## config.mk

```make
export PLATFORM = sky130hd
export DESIGN_NAME = fx_acc_sat_flat
export DESIGN_NICKNAME = d
export VERILOG_FILES = /design/src/rtl/fx_acc_sat_pkg.sv /design/src/rtl/fx_acc_sat_if.sv /design/src/rtl/fx_sat.sv /design/src/rtl/fx_acc_sat.sv /design/src/flat_wrapper.sv
export SDC_FILE = /design/constraint.sdc
export NUM_CORES = 1
export LEC_CHECK = 0
export ABC_AREA = 1
export CORE_MARGIN = 3
export CORE_UTILIZATION = 35
export DETAILED_ROUTE_END_ITERATION = 10
export GPL_TIMING_DRIVEN = 0
export PLACE_DENSITY = 0.6
export SETUP_SLACK_MARGIN = 0.3
export SYNTH_ARGS = -nofsm -noshare
export SYNTH_HDL_FRONTEND = slang
export SYNTH_HIERARCHICAL = 1
export SYNTH_SLANG_ARGS = --single-unit
```

## constraint.sdc

```tcl
create_clock -name clk -period 3 [get_ports clk]
set_input_delay 0.6 -clock clk [delete_from_list [all_inputs] [get_ports clk]]
set_output_delay 0.6 -clock clk [all_outputs]
set_load 0.02 [all_outputs]
```

## src/rtl/fx_acc_sat_pkg.sv

```systemverilog
// fx_pkg: shared types and constants for the Q4.4 frame accumulator.
//   q44_t    : signed Q4.4 sample (8 bits)
//   Q44_MAX  : largest Q4.4 value (+7.9375)
//   Q44_MIN  : smallest Q4.4 value (-8.0)
//   ACC_W    : accumulator width (8 + log2 of 16 samples)
//   state_t  : accumulator FSM states
package fx_pkg;

  typedef logic signed [7:0] q44_t;

  localparam q44_t Q44_MAX = 8'h7F;
  localparam q44_t Q44_MIN = 8'h80;
  localparam int   ACC_W   = 12;

  typedef enum logic {
    S_ACC = 1'b0,
    S_OUT = 1'b1
  } state_t;

endpackage

```

## src/rtl/fx_acc_sat_if.sv

```systemverilog
// fx_acc_sat_if: sample stream in, frame-sum stream out.
//   din/in_valid/in_last/in_ready : input sample handshake
//   dout/sat/out_valid/out_ready  : result handshake
//   master : the producer/consumer side (drives samples, accepts results)
//   slave  : the accumulator side
interface fx_acc_sat_if;
  import fx_pkg::*;

  q44_t din;
  logic in_valid;
  logic in_last;
  logic in_ready;
  q44_t dout;
  logic sat;
  logic out_valid;
  logic out_ready;

  modport master (
    output din, in_valid, in_last, out_ready,
    input  in_ready, dout, sat, out_valid
  );

  modport slave (
    input  din, in_valid, in_last, out_ready,
    output in_ready, dout, sat, out_valid
  );

endinterface

```

## src/rtl/fx_sat.sv

```systemverilog
// fx_sat: combinational clip of a wide signed sum to Q4.4.
//   val : ACC_W-bit signed sum
//   q   : clipped Q4.4 value
//   sat : 1 when clipping occurred
// No rounding: the fractional bits already line up with Q4.4.
module fx_sat
  import fx_pkg::*;
(
  input  logic signed [ACC_W-1:0] val,
  output q44_t                    q,
  output logic                    sat
);

  // Clip to the Q4.4 range and flag any clipping
  always_comb begin
    q   = val[7:0];
    sat = 1'b0;
    if (val > 12'sd127) begin
      q   = Q44_MAX;
      sat = 1'b1;
    end else if (val < -12'sd128) begin
      q   = Q44_MIN;
      sat = 1'b1;
    end else begin
      q   = val[7:0];
      sat = 1'b0;
    end
  end

endmodule

```

## src/rtl/fx_acc_sat.sv

```systemverilog
// fx_acc_sat: accumulates a frame of signed Q4.4 samples in a wide register
// and emits the saturated Q4.4 frame sum.
//   clk : rising-edge clock
//   rst : synchronous active-high reset
//   bus : fx_acc_sat_if.slave (sample input and result output handshakes)
// A frame closes on the accepted beat carrying in_last, or on the LEN-th
// beat, whichever comes first. The result is held until out_ready; input is
// back-pressured meanwhile, so frames never overlap.
module fx_acc_sat
  import fx_pkg::*;
#(
  parameter int LEN = 16
) (
  input logic          clk,
  input logic          rst,
  fx_acc_sat_if.slave  bus
);

  state_t                  state_r;
  state_t                  next_state_s;
  logic signed [ACC_W-1:0] acc_r;
  logic [4:0]              cnt_r;
  q44_t                    dout_r;
  logic                    sat_r;

  logic                    accept_s;
  logic                    close_s;
  logic signed [ACC_W-1:0] din_ext_s;
  logic signed [ACC_W-1:0] sum_s;
  q44_t                    sum_q_s;
  logic                    sum_sat_s;

  assign accept_s  = bus.in_valid && (state_r == S_ACC);
  assign din_ext_s = {{(ACC_W-8){bus.din[7]}}, bus.din};
  // Full-width sum including the current beat; only this final value is clipped
  assign sum_s     = acc_r + din_ext_s;
  assign close_s   = accept_s && (bus.in_last || (cnt_r == 5'(LEN - 1)));

  fx_sat u_sat (
    .val (sum_s),
    .q   (sum_q_s),
    .sat (sum_sat_s)
  );

  // FSM state register
  always_ff @(posedge clk) begin
    if (rst) begin
      state_r <= S_ACC;
    end else begin
      state_r <= next_state_s;
    end
  end

  // FSM next-state and handshake outputs
  always_comb begin
    next_state_s  = state_r;
    bus.in_ready  = 1'b0;
    bus.out_valid = 1'b0;
    case (state_r)
      S_ACC: begin
        bus.in_ready = 1'b1;
        if (close_s) begin
          next_state_s = S_OUT;
        end else begin
          next_state_s = S_ACC;
        end
      end
      S_OUT: begin
        bus.out_valid = 1'b1;
        if (bus.out_ready) begin
          next_state_s = S_ACC;
        end else begin
          next_state_s = S_OUT;
        end
      end
      default: begin
        next_state_s = S_ACC;
      end
    endcase
  end

  // Accumulator, beat counter and registered result
  always_ff @(posedge clk) begin
    if (rst) begin
      acc_r  <= '0;
      cnt_r  <= 5'd0;
      dout_r <= 8'h00;
      sat_r  <= 1'b0;
    end else if (close_s) begin
      acc_r  <= '0;
      cnt_r  <= 5'd0;
      dout_r <= sum_q_s;
      sat_r  <= sum_sat_s;
    end else if (accept_s) begin
      acc_r  <= sum_s;
      cnt_r  <= cnt_r + 5'd1;
    end else begin
      acc_r  <= acc_r;
      cnt_r  <= cnt_r;
    end
  end

  assign bus.dout = dout_r;
  assign bus.sat  = sat_r;

endmodule

```

## src/flat_wrapper.sv

```systemverilog
// flat-port wrapper written by rule: the top's interface ports become plain ports
module fx_acc_sat_flat import fx_pkg::*;
#(
  parameter int LEN = 16
)
  (clk, rst, bus_din, bus_in_valid, bus_in_last, bus_out_ready, bus_in_ready, bus_dout, bus_sat, bus_out_valid);
  fx_acc_sat_if bus_i ();
  input logic clk;
  input logic rst;
  input wire logic [$bits(bus_i.din)-1:0] bus_din;
  input wire logic [$bits(bus_i.in_valid)-1:0] bus_in_valid;
  input wire logic [$bits(bus_i.in_last)-1:0] bus_in_last;
  input wire logic [$bits(bus_i.out_ready)-1:0] bus_out_ready;
  output wire logic [$bits(bus_i.in_ready)-1:0] bus_in_ready;
  output wire logic [$bits(bus_i.dout)-1:0] bus_dout;
  output wire logic [$bits(bus_i.sat)-1:0] bus_sat;
  output wire logic [$bits(bus_i.out_valid)-1:0] bus_out_valid;
  assign bus_i.din = bus_din;
  assign bus_i.in_valid = bus_in_valid;
  assign bus_i.in_last = bus_in_last;
  assign bus_i.out_ready = bus_out_ready;
  assign bus_in_ready = bus_i.in_ready;
  assign bus_dout = bus_i.dout;
  assign bus_sat = bus_i.sat;
  assign bus_out_valid = bus_i.out_valid;
  fx_acc_sat #(.LEN(LEN)) u_core (.clk(clk), .rst(rst), .bus(bus_i));
endmodule
```

==> flow_summary.ini, run 1 <==
; flow metrics
[yosys]
ys_chip_area_um2 = 1820
async_flop_share = 0
synthDominantCellAreaShare = 0.297
synth.yosys.num_cells = 287
synth_cells = 287
dominantRegCellSynth = sky130_fd_sc_hd__dfxtp_1
fp_nets = 314
number_of_synthesized_flops_with_an_enable_pin = 0
number_of_distinct_library_cells_after_synthesis = 25
simple_gate_area_frac = 0.376
top_cells_by_area = sky130_fd_sc_hd__dfxtp_1 30%, sky130_fd_sc_hd__nand2_1 21%, sky130_fd_sc_hd__ha_1 8.9%, sky130_fd_sc_hd__inv_1 7.4%, sky130_fd_sc_hd__nor2_1 7.0%
yosysMostFrequentCell = sky130_fd_sc_hd__nand2_1
synth_area_per_cell_um2 = 6.34

[routing]
avgRoutedWirePerCell_um = 10.8
dr_wl_met2_um = 1950
drt_drc_violations_left = 0
highest_layer = met4
drt-pass1-iter-count = 4

[grt]
number_of_antenna_violations_at_the_first_check_in_global_routing = 0
globalRouteMet3Util = 0.0321
grt_pass1_wl_um = 7220
groute.layer.met1.usage = 0.185

[power_and_ir_drop]
p_switching_mw = 0.352
p_per_area_nw_per_um2 = 438
peakVddDrop_mv = 0.237
seq_cell_power_mw = 0.404
internal_power_mw = 0.638
sw_frac = 0.355
total_leakage_power_nw = 1.11
comb_power_share = 0.383

[final_layout]
largest-register = u_core/acc_r
largest_reg_flops = 12
top_area_cell_class = multi-input combinational cells
area_share_nonclk_buffers = 0.125
flop-count = 27
final_layout_top_logic_cells = 100 x sky130_fd_sc_hd__nand2_1, 36 x sky130_fd_sc_hd__inv_1, 34 x sky130_fd_sc_hd__nor2_1
inv_count = 39
area_growth_syn_to_layout_pct = 24.2
multi_input_combinational_cell_count = 214
fillers = 541
total_area_of_sequential_cells_um2 = 541
comb_area_frac = 0.514
num-nets-final = 343
final_core_utilization = 0.463
final_layout_clock_buffer_total = 4

[min_path]
timing.hold.worst.start = u_core/bus.sat
hold_depth = 2
whs_endpoint = u_core/bus.sat

[worst_setup_path]
critical_path.top_delay_family = simple AND/OR/NAND/NOR gates
path_class = in -> reg
ff2ff_path_depth = 13
rr_endpoint = u_core/bus.dout[2]
path_max_fanout = 8
cp_num_cells = 14
startpoint_type = input pin
ff2ff_setup_slack_ns = 0.91

[die]
die-height_um = 78.1
row_count = 25
core_area_um2 = 4880
ioPinCount = 24
tap_cells = 67
fp_util = 0.373

[clock_network]
h-tree-depth = 1
clk_pin_slew_worst_paths_ns = 0.09
clock-sinks = 27
ctsLongestPathBuffers = 2
cts_inserted_buffers = 3
clock_tree_from_tritoncts = built

[sta]
fmax_mhz = 394
fin_hold_ws_ns = 0.469
final.period_utilization = 0.846
rsz0062_at_grt = false
maxSlewViolCount = 0
normalized_max_slew_margin = 0.631
timing_hold_violations_final = 0
slew_at_the_pin_closest_to_its_max_slew_limit_ns = 0.554

[placement]
hpwl_after_detailed_placement_um = 3200
place.port_buffers = 23
placedInstanceArea_um2 = 2130
placedCellCount = 377
final_weighted_congestion_in_routability_driven_placement = 0.867

[run]
maxcap_viol_count = 0

[outcome]
run_status = completed
run 1: timing repair:
action                                  4_1_cts  5_1_grt
gates resized                                 1       14
hold endpoints to repair                      0        0
hold buffers                                  0        0
buffers inserted                              0        1
endpoints found under the setup margin        7        8
pin swaps                                     1        2
run 1: worst max-delay path by stage:
stage / start / to / slack, ns
finish: bus_din[0] / u_core/bus.dout[2] / 0.46
global route: bus_din[0] / u_core/bus.dout[6] / 0.28
CTS: bus_din[7] / u_core/bus.dout[3] / 0.33
detailed placement: bus_din[0] / u_core/bus.dout[3] / -0.04
global placement: bus_din[0] / u_core/bus.dout[3] / -0.03
floorplan: bus_din[0] / u_core/bus.dout[0] / 0.72
Run 1, routed clock nets over the placement:
Bar = 20 µm.
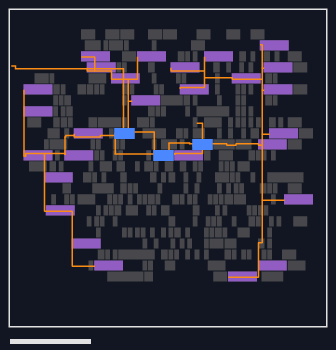
Key: purple = flip-flops [count 27]; orange = clock wires [length 360 µm]; blue = clock-net drivers [count 3]
Position of the flops: spread over the die. There are 4 routed clock nets.
clock network power consumption: 0.206 mW
clock tree skew after final layout: 0.00573 ns
share of total power in the clock network: 0.209
clock insertion delay at the later pin of the skew report: 0.27 ns

Run 1, cells coloured by class:
Bar = 20 µm.
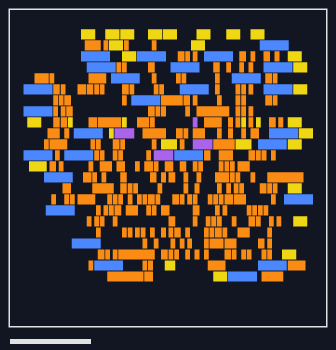
Key: purple = clock drivers and dummy loads [cells 4, share of their area 2.1%]; yellow = remaining buffers and delay cells [cells 31, share of their area 13%]; orange = remaining logic cells [cells 253, share of their area 60%]; blue = sequential cells [cells 27, share of their area 25%]

Run 1, selected gate families:
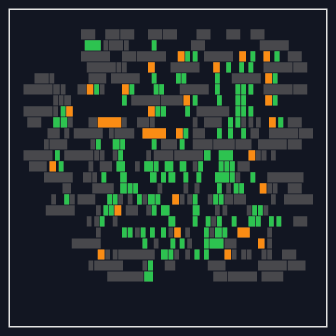
Key: orange = aoi and oai cells [cells 26]; green = nand cells [cells 124]

Run 1, the metal 2 layer:
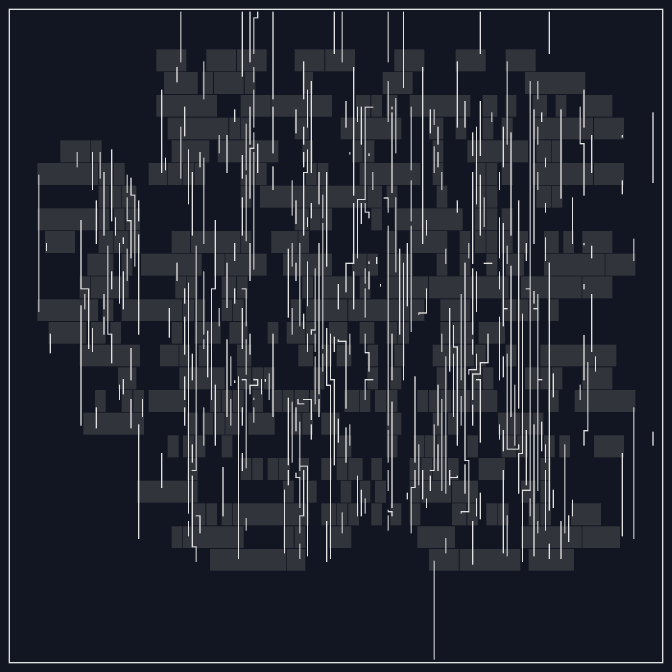
The longest straight run is 49.0 µm. The layer carries 1,950 µm of wire. The wires run mostly vertical. 254 nets have wire on it.
via count: 1,730
total length of routed wires: 4130 µm
GR met2 Demand/Resource: 0.247

Run 1, cell outlines without signal wires:
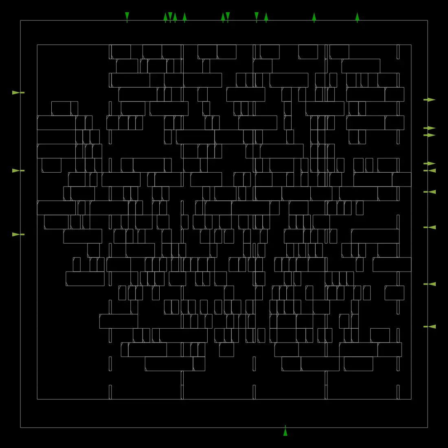

--- run 2 (diff from run 1) ---
Clock period 3 ns to 2.5 ns, I/O delays scaled along.
Run 2, cell outlines without signal wires:
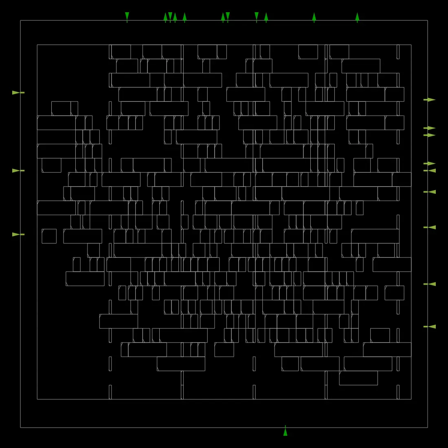
number of non-filler instances in the completed layout: 392
sequential cell count of the final layout: 27

Run 2, the metal 2 layer:
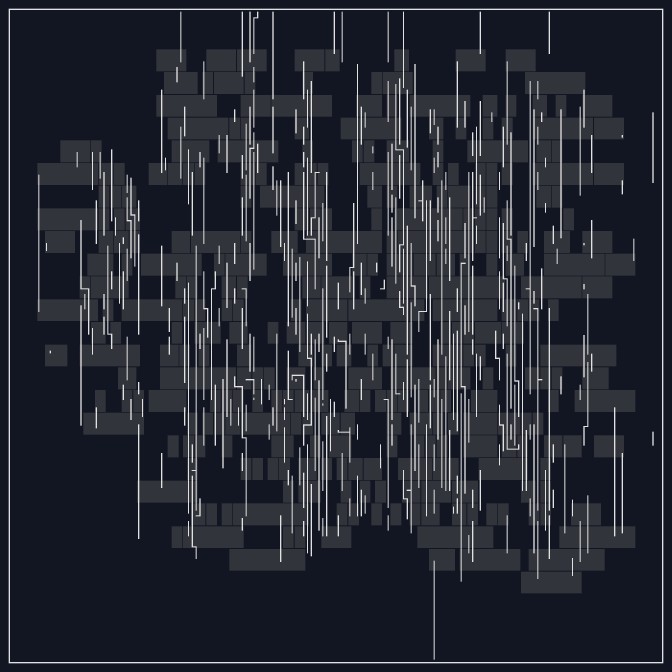
total length of routed wires: 4360 µm
via count: 1,793
GR met2 Demand/Resource: 0.261

==> run 2 against run 1 <==
  * Clock power up 22%
  * Core utilization up 4.7 points
  * Final cell count up 2.6%
  * Hold slack better by 0.00069 ns
  * Non-clock buffer count up 10
  * Global-route usage up 0.65 points
  * Clock skew up 0.0038 ns
  * First-iteration DRC count up 7.5%
  * Count of clock-buffer cells in the layout unchanged
  * Critical path depth down 1
  * Combinational power up 43%
  * Largest cell class unchanged
==> flow_summary.ini, run 2 <==
; flow metrics
[yosys]
synth_area_per_cell_um2 = 6.34
fp_nets = 314
yosysMostFrequentCell = sky130_fd_sc_hd__nand2_1
simple_gate_area_frac = 0.376
number_of_synthesized_flops_with_an_enable_pin = 0
synth.yosys.num_cells = 287
synth_cells = 287

[die]
row_count = 25

[routing]
drt-pass1-iter-count = 5
avgRoutedWirePerCell_um = 11.1

[clock_network]
cts_inserted_buffers = 3
h-tree-depth = 1
clk_pin_slew_worst_paths_ns = 0.10

[min_path]
timing.hold.worst.start = u_core/bus.sat
hold_depth = 2

[final_layout]
final_layout_clock_buffer_total = 4
comb_area_frac = 0.535
num-nets-final = 353
final_layout_top_logic_cells = 88 x sky130_fd_sc_hd__nand2_1, 33 x sky130_fd_sc_hd__inv_1, 30 x sky130_fd_sc_hd__nor2_1
area_growth_syn_to_layout_pct = 36.9

[placement]
placedInstanceArea_um2 = 2130
hpwl_after_detailed_placement_um = 3200

[power_and_ir_drop]
seq_cell_power_mw = 0.490
total_leakage_power_nw = 1.18
internal_power_mw = 0.816
peakVddDrop_mv = 0.297

[sta]
fmax_mhz = 480
maxSlewViolCount = 0
normalized_max_slew_margin = 0.634
slew_at_the_pin_closest_to_its_max_slew_limit_ns = 0.549
final.period_utilization = 0.833
timing_hold_violations_final = 0
final.setup_skew_ns = 0.00953

[worst_setup_path]
path_class = reg -> reg
startpoint = u_core/acc_r[0]
ff2ff_path_depth = 13
ff2ff_setup_slack_ns = 0.42

[run]
maxcap_viol_count = 0

[outcome]
run_status = completed
[run 2: stage by stage]
step,hold slack [ns],util,TNS [ns],power (mW)
6_report,0.469,0.511,0,1.28
3_3_place_gp,0.455,0.437,-3.41,0.919
4_1_cts,0.472,0.482,0,1.23
3_5_place_dp,0.457,0.437,-3.41,0.924
5_1_grt,0.490,0.511,0,1.38
2_1_floorplan,0.440,-,0,0.800
[run 2: per-layer routing]
metal	up-vias	track usage	share of wire
met5	-	0	0
met4	0	0.0157	0.0034
met3	2	0.0321	0.030
met2	22	0.261	0.49
met1	806	0.192	0.47
li1	963	-	-
[run 2: critical path: cells and delay by family (launching register included)]
kind / cells / cell delay (ns)
AOI/OAI and AO/OA: 2 / 0.39
adders and majority gates: 2 / 0.52
DFF: 1 / 0.34
and+or+nand+nor: 9 / 0.76
Run 2, cells coloured by class:
Bar = 20 µm.
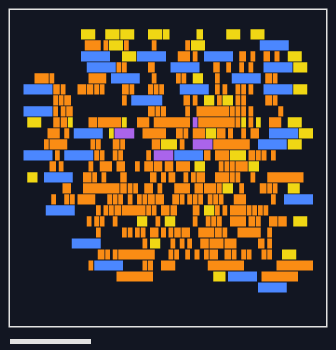

--- run 3 (diff from run 2) ---
Settings changed: PLACE_DENSITY 0.6 to 0.62.
Clock period 2.5 ns to 1.7 ns, I/O delays scaled along.
Run 3, cells coloured by class:
Bar = 20 µm.
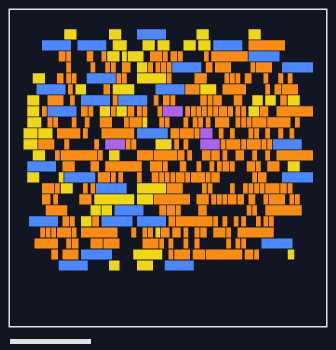
Key: yellow = remaining buffers and delay cells [cells 49, share of their area 18%]; purple = clock drivers and dummy loads [cells 4, share of their area 1.9%]; blue = sequential cells [cells 27, share of their area 21%]; orange = remaining logic cells [cells 253, share of their area 60%]
area of the core: 4880 µm²
standard-cell rows: 25
fin util: 0.564
register fraction of the total cell area: 0.200
design area: 2750 µm²

Run 3, the metal 2 layer:
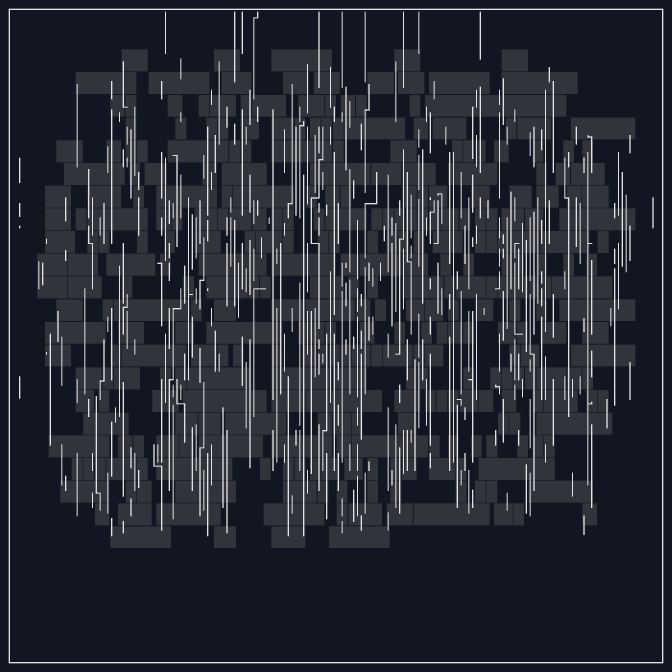
The longest straight run is 43.2 µm. The wires run mostly vertical. The layer carries 2,410 µm of wire. 298 nets have wire on it. The layer holds 49% of the routed length.
total length of routed wires: 4910 µm
GR met2 Demand/Resource: 0.291
via count: 1,884

==> run 3 against run 2 <==
  * The run now ends with negative setup slack left
  * Wire length rose by 13%
  * Non-clock buffer count is 8 higher
  * Register-to-register slack worse by 0.77 ns
  * Fmax up 1.6%
  * Via count increased by 5.1%
  * Core utilization grew 5.4 points
  * Count of clock-buffer cells in the layout fell by 1
  * Hold slack lost 0.0018 ns
  * Synthesized cell count unchanged
  * Critical endpoint is now u_core/bus.dout[4]
  * Largest power group unchanged
==> flow_summary.ini, run 3 <==
; flow metrics
[outcome]
run_status = finished, violations left
failed_checks = negative setup slack

[yosys]
dominantRegCellSynth = sky130_fd_sc_hd__dfxtp_1
async_flop_share = 0
fp_nets = 314
synth_cells = 287
number_of_synthesized_flops_with_an_enable_pin = 0
synthDominantCellAreaShare = 0.297
synth_area_per_cell_um2 = 6.34
top_cells_by_area = sky130_fd_sc_hd__dfxtp_1 30%, sky130_fd_sc_hd__nand2_1 21%, sky130_fd_sc_hd__ha_1 8.9%, sky130_fd_sc_hd__inv_1 7.4%, sky130_fd_sc_hd__nor2_1 7.0%
ys_chip_area_um2 = 1820
number_of_distinct_library_cells_after_synthesis = 25
synth.yosys.num_cells = 287
yosysMostFrequentCell = sky130_fd_sc_hd__nand2_1

[routing]
drt-pass1-iter-count = 4
wl_met3_um = 133
met1Wirelength_um = 2350
highest_layer = met4
dr_wl_met2_um = 2410
drt_drc_violations_left = 0
avgRoutedWirePerCell_um = 12.3

[clock_network]
postCtsResizedCells = 62
ctsLongestPathBuffers = 2
clock_tree_from_tritoncts = built
postCtsSetupRepairBufs = 11
insertion_delay_ns = 0.29
h-tree-depth = 1
clk_pin_slew_worst_paths_ns = 0.11
clock-sinks = 27
cts_inserted_buffers = 3
cts_hold_repair.buffers = 0

[worst_setup_path]
startpoint_type = flip-flop
rr_endpoint = u_core/bus.dout[4]
path_class = reg -> reg
cp_num_cells = 13
end_of_the_critical_path = u_core/bus.dout[4]
ff2ff_setup_slack_ns = -0.35
critical_path.top_delay_family = simple AND/OR/NAND/NOR gates
path_max_fanout = 8
setup.worst_path.end_class = flip-flop
cp_num_buf_inv = 0
cpPeakStageDelay_ns = 0.41
startpoint = u_core/acc_r[0]
ff2ff_path_depth = 13

[placement]
placedInstanceArea_um2 = 2310
place.port_buffers = 23
placedCellCount = 377
final_weighted_congestion_in_routability_driven_placement = 0.843
hpwl_after_detailed_placement_um = 3300

[sta]
timing_hold_violations_final = 0
fmax_mhz = 488
rsz0062_at_grt = true
normalized_max_slew_margin = 0.631
setup_tns_ns = -3.47
count_of_endpoints_failing_setup_in_the_final_report = 25
final_critical_path_setup_slack_ns = -0.351
final.period_utilization = 1.21
slew_at_the_pin_closest_to_its_max_slew_limit_ns = 0.553
maxSlewViolCount = 0
final.setup_skew_ns = 0.00358
fin_hold_ws_ns = 0.467

[grt]
grt_pass1_wl_um = 8250
globalRouteMet3Util = 0.0298
groute.layer.met1.usage = 0.220
grt.busiest_layer = met2
number_of_antenna_violations_at_the_first_check_in_global_routing = 0

[min_path]
hold_depth = 2
whs_endpoint = u_core/bus.sat
timing.hold.worst.start = u_core/bus.sat

[power_and_ir_drop]
p_total_mw = 2.01
p_per_area_nw_per_um2 = 729
peakVddDrop_mv = 0.459
total_leakage_power_nw = 1.31

[run]
maxcap_viol_count = 0

[final_layout]
layout.cells.non_filler = 400
largest_reg_flops = 12
final_layout_top_logic_cells = 91 x sky130_fd_sc_hd__nand2_1, 35 x sky130_fd_sc_hd__inv_1, 22 x sky130_fd_sc_hd__nor2_1
num-nets-final = 361
largest-register = u_core/acc_r
area_growth_syn_to_layout_pct = 51.3
total_area_of_sequential_cells_um2 = 552
fillers = 501

[die]
fp_util = 0.373
die-height_um = 78.1
ioPinCount = 24
-- run 3: cell counts after synthesis --
Identical to the previous run, type by type.
-- run 3: power breakdown --
group	switching (mW)	internal (mW)	total [mW]
clock network	0.243	0.173	0.416
logic	0.487	0.379	0.866
registers	0.0393	0.687	0.726
total	0.769	1.24	2.01
-- run 3: layout make-up --
type                       instances  area share
inverter                          39      0.0541
timing repair buffer              42       0.148
sequential                        27       0.200
multi-input combinational        214       0.527
buffer                             7      0.0223
tap                               67      0.0304
clock buffer                       3      0.0150
clock inverter                     1     0.00318
-- run 3: kinds of logic (layout without fill, tap and decap cells) --
logic type      count (synthesis)  after routing  synth area share
simple gates                  166            166             0.376
buf+inv                        46             92             0.104
compound gates                 27             27            0.0887
flops                          27             27             0.297
fa+ha+maj                      14             14             0.100
xor+xnor                        7              7            0.0337
Power figures rest on the tool's default switching activity, not on a simulated workload.
